[config.mk]
export PLATFORM = sky130hd
export DESIGN_NAME = fft_frame_seq
export DESIGN_NICKNAME = d
export VERILOG_FILES = /design/src/rtl/fft_frame_seq.sv
export SDC_FILE = /design/constraint.sdc
export NUM_CORES = 1
export LEC_CHECK = 0
export CORE_AREA = 2 2 122 94
export CTS_CLUSTER_DIAMETER = 30
export DETAILED_ROUTE_END_ITERATION = 12
export DIE_AREA = 0 0 124 96
export MAX_ROUTING_LAYER = met4
export PLACE_DENSITY = 0.66
export REMOVE_ABC_BUFFERS = 1
export SLEW_MARGIN = 15
export SYNTH_ARGS = -nofsm -noshare
export SYNTH_HDL_FRONTEND = slang
export SYNTH_SLANG_ARGS = --single-unit
[constraint.sdc]
create_clock -name hclk -period 5.5 [get_ports hclk]
set_clock_uncertainty 0.1 [all_clocks]
set_input_delay 1.65 -clock hclk [delete_from_list [all_inputs] [get_ports hclk]]
set_output_delay 1.65 -clock hclk [all_outputs]
set_load 0.02 [all_outputs]
[src/rtl/fft_frame_seq.sv]
// fft_frame_seq: sequences one FFT frame: pushes a fixed number of samples in, drains a fixed number of results out.
//
// Ports:
//   hclk, rst_n                          clock, asynchronous active-low reset
//   start, abort, cfg_cont               control: begin sequence (IDLE only), abort (any state), auto-restart
//   cfg_frame_len, cfg_n_need            samples pushed / results collected per frame
//   src_data/src_valid/src_ready         sample stream in from the ADC buffer
//   fft_data_in/fft_valid_in/fft_ready_out   sample stream out to the FFT
//   fft_data_out/fft_valid_out/fft_ready_in  result stream in from the FFT
//   dst_data/dst_valid/dst_ready         result stream out to the mel stage
//   busy, done, err, frame_cnt           status: active, frame-complete pulse, error pulse, completed frames
//
// Build option: define FFT_SEQ_TIMEOUT_EN to abandon a DRAIN that stalls for TO_CYC cycles.
module fft_frame_seq #(
   parameter int DW     = 32,
   parameter int LW     = 10,
   parameter int TO_CYC = 4096
) (
   input  logic          hclk,
   input  logic          rst_n,
   input  logic          start,
   input  logic          abort,
   input  logic          cfg_cont,
   input  logic [LW-1:0] cfg_frame_len,
   input  logic [7:0]    cfg_n_need,
   input  logic [DW-1:0] src_data,
   input  logic          src_valid,
   output logic          src_ready,
   output logic [DW-1:0] fft_data_in,
   output logic          fft_valid_in,
   input  logic          fft_ready_out,
   input  logic [DW-1:0] fft_data_out,
   input  logic          fft_valid_out,
   output logic          fft_ready_in,
   output logic [DW-1:0] dst_data,
   output logic          dst_valid,
   input  logic          dst_ready,
   output logic          busy,
   output logic          done,
   output logic          err,
   output logic [15:0]   frame_cnt
);
   typedef enum logic [1:0] {IDLE, LOAD, DRAIN, DONE} state_t;
   if (TO_CYC < 2) begin : g_to_chk
      $error("fft_frame_seq: TO_CYC must be at least 2");
   end
   state_t        state_q, state_d;
   logic [LW-1:0] in_cnt_q, in_cnt_d, len_q, len_d;
   logic [7:0]    out_cnt_q, out_cnt_d, need_q, need_d;
   logic          cont_q, cont_d, done_q, done_d, err_q, err_d;
   logic [15:0]   frame_cnt_q, frame_cnt_d;
   logic          in_hs, out_hs, latch;
`ifdef FFT_SEQ_TIMEOUT_EN
   localparam int TW = $clog2(TO_CYC);
   logic [TW-1:0] to_cnt_q, to_cnt_d;
`endif
   assign fft_data_in  = src_data;
   assign fft_valid_in = (state_q == LOAD) && src_valid;
   assign src_ready    = (state_q == LOAD) && fft_ready_out;
   assign dst_data     = fft_data_out;
   assign dst_valid    = (state_q == DRAIN) && fft_valid_out;
   assign fft_ready_in = (state_q == DRAIN) && dst_ready;
   assign in_hs        = fft_valid_in && src_ready;
   assign out_hs       = dst_valid && fft_ready_in;
   assign busy         = state_q != IDLE;
   assign done         = done_q;
   assign err          = err_q;
   assign frame_cnt    = frame_cnt_q;
   always_comb begin
      state_d   = state_q;
      in_cnt_d  = in_cnt_q;
      out_cnt_d = out_cnt_q;
      err_d     = 1'b0;
      latch     = 1'b0;
`ifdef FFT_SEQ_TIMEOUT_EN
      to_cnt_d  = (state_q == DRAIN && !out_hs) ? to_cnt_q + TW'(1) : '0;
`endif
      case (state_q)
         IDLE: begin
            if (start && cfg_frame_len != '0) begin
               state_d = LOAD;
               latch   = 1'b1;
            end else if (start) begin
               err_d = 1'b1;
            end
         end
         LOAD: begin
            if (in_hs) begin
               in_cnt_d = (in_cnt_q == len_q - LW'(1)) ? '0 : in_cnt_q + LW'(1);
               if (in_cnt_q == len_q - LW'(1)) state_d = (need_q == 8'd0) ? DONE : DRAIN;
            end
         end
         DRAIN: begin
            if (out_hs) begin
               out_cnt_d = (out_cnt_q == need_q - 8'd1) ? '0 : out_cnt_q + 8'd1;
               if (out_cnt_q == need_q - 8'd1) state_d = DONE;
            end
`ifdef FFT_SEQ_TIMEOUT_EN
            else if (to_cnt_q == TW'(TO_CYC - 1)) begin
               state_d   = IDLE;
               in_cnt_d  = '0;
               out_cnt_d = '0;
               err_d     = 1'b1;
            end
`endif
         end
         default: begin
            // Continuous mode re-latches the config for the next frame on DONE->LOAD.
            state_d = cont_q ? LOAD : IDLE;
            latch   = cont_q;
         end
      endcase
      // Abort overrides every transition above, including a frame completing this cycle.
      if (abort) begin
         state_d   = IDLE;
         in_cnt_d  = '0;
         out_cnt_d = '0;
         err_d     = 1'b0;
         latch     = 1'b0;
      end
      len_d       = latch ? cfg_frame_len : len_q;
      need_d      = latch ? cfg_n_need : need_q;
      cont_d      = latch ? cfg_cont : cont_q;
      done_d      = state_d == DONE;
      frame_cnt_d = frame_cnt_q + 16'(done_d);
   end
   always_ff @(posedge hclk or negedge rst_n) begin
      if (!rst_n) begin
         state_q     <= IDLE;
         in_cnt_q    <= '0;
         out_cnt_q   <= '0;
         len_q       <= '0;
         need_q      <= '0;
         cont_q      <= 1'b0;
         done_q      <= 1'b0;
         err_q       <= 1'b0;
         frame_cnt_q <= '0;
`ifdef FFT_SEQ_TIMEOUT_EN
         to_cnt_q    <= '0;
`endif
      end else begin
         state_q     <= state_d;
         in_cnt_q    <= in_cnt_d;
         out_cnt_q   <= out_cnt_d;
         len_q       <= len_d;
         need_q      <= need_d;
         cont_q      <= cont_d;
         done_q      <= done_d;
         err_q       <= err_d;
         frame_cnt_q <= frame_cnt_d;
`ifdef FFT_SEQ_TIMEOUT_EN
         to_cnt_q    <= to_cnt_d;
`endif
      end
   end
endmodule

==> reports/qor.csv <==
stage,metric,value,unit
run_status,outcome,completed,
final_timing,Slew @ Worst Pin,0.5989,ns
clock_network,number of buffers inserted during clock tree synthesis,9,
pwr,Logic power comb,187,uW
placed_design,number of cells after detailed placement,490,
placed_design,final HPWL from detailed placement,8.945,mm
pwr,switching power,313.7,uW
clock_network,number of sinks driven by the clock tree,57,
clock_network,clock transition time at the flip-flop clock pins of the worst setup and hold paths,0.05,ns
final_timing,pins over their slew limit,0,
yosys,Post-synth EDFFs,0,
cells_and_area,flip-flops,57,
cells_and_area,final instance count without filler cells,506,
critical_path,kind of cell adding the most delay to the critical path,buffers and inverters,
clock_network,H-tree depth,3,
pwr,biggest power consumer among the groups,sequential cells,
grt,wire length of the first global-routing pass,17.86,mm
worst_hold_path,worst min-delay path category,reg2reg,
yosys,share of flip-flops with an asynchronous set or reset,100.0,%
yosys,Yosys top cell by instances,sky130_fd_sc_hd__buf_4,
final_timing,f_max,216.2,MHz
final_timing,share of the clock period used by the worst path,84.11,%
critical_path,Worst Path Arrival,2.88,ns
clock_network,Post-CTS Repair Setup Buffers,0,
clock_network,clock tree from TritonCTS,yes,
run,max_cap viols,0,
-- path summary, 6_finish.rpt --
| kind | startpoint | to | slack (ns) | cells past startpoint |
|---|---|---|---|---|
| max reg2reg | need_q[0]$_DFFE_PN0P_ | frame_cnt[14]$_DFF_PN0_ | 1.65 | 13 |
| max in group asynchronous | rst_n | out_cnt_q[7]$_DFFE_PN0P_ | 3.22 | 2 |
| max | src_valid | fft_valid_in | 0.87 | 3 |
| min reg2reg | frame_cnt[15]$_DFF_PN0_ | frame_cnt[15]$_DFF_PN0_ | 0.37 | 1 |
| min in group asynchronous | rst_n | len_q[1]$_DFFE_PN0P_ | 1.23 | 1 |
| min | frame_cnt[15]$_DFF_PN0_ | frame_cnt[15]$_DFF_PN0_ | 0.37 | 1 |
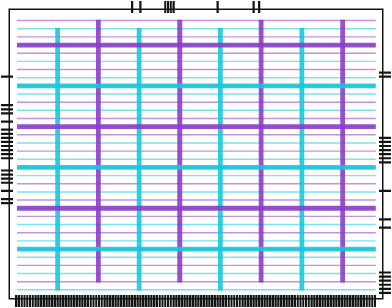
Fig. 1. PDN straps and rails.
Scale: 3 px per um. Pins as bars on the die edge.
Key: purple = VDD; cyan = VSS
The core has 33 rows. 8 straps on met4. 6 straps on met5. 34 met1 rails follow the rows.
Core Area: 0.01074 mm2
die width: 124 um
die span in y: 96 um
peak supply drop: 0.1352 mV

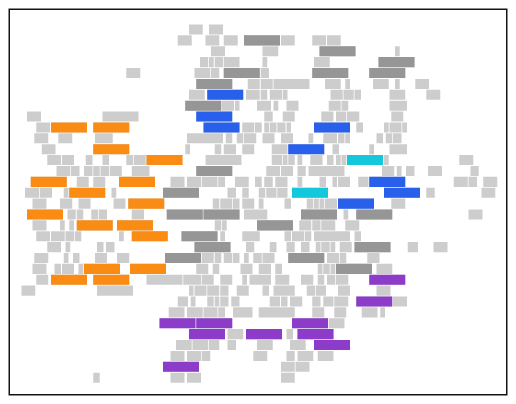
Fig. 2. Register map, names as in the netlist.
Scale: 4 px per um. Other sequential cells in the stronger gray, the rest of the logic in the fainter gray.
Key: purple = `len_q` [sequential cells 10]; orange = `frame_cnt` [sequential cells 16, where middle left]; blue = `out_cnt_q` [sequential cells 8]; cyan = `state_q` [sequential cells 2]
register area: 0.001426 mm2
sequential group power: 488 uW
final core occ: 38.07%

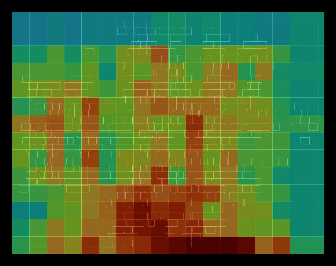
Fig. 3. Congestion heat map.
met2 capacity usage during global routing: 25.82%
Top Usage Layer GRT: met1
met1 track demand over resource in global routing: 26.20%
GRT Util Overall: 21.99%
met3 track demand over resource in global routing: 20.91%

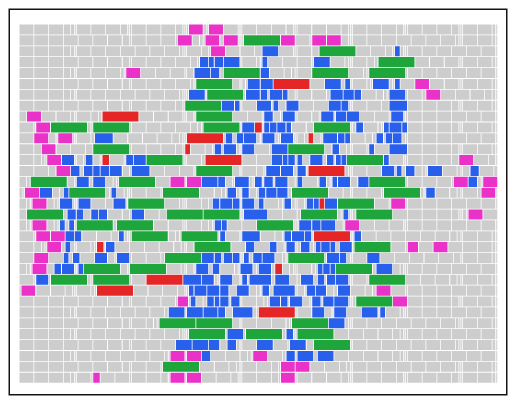
Fig. 4. Cell classes on the final placement.
Scale: 4 px per um. Fill, decap, tap and diode cells in gray.
Key: red = clock drivers and dummy loads [cells 16, share of their area 6.6%]; magenta = remaining buffers and delay cells [cells 51, share of their area 13%]; blue = remaining logic cells [cells 242, share of their area 44%]; green = registers [cells 57, share of their area 36%]
Final Cell Area: 0.004086 mm2
Site Rows: 33
sequential share of cell area: 34.91%

Power is estimated from default activity; no workload was simulated.
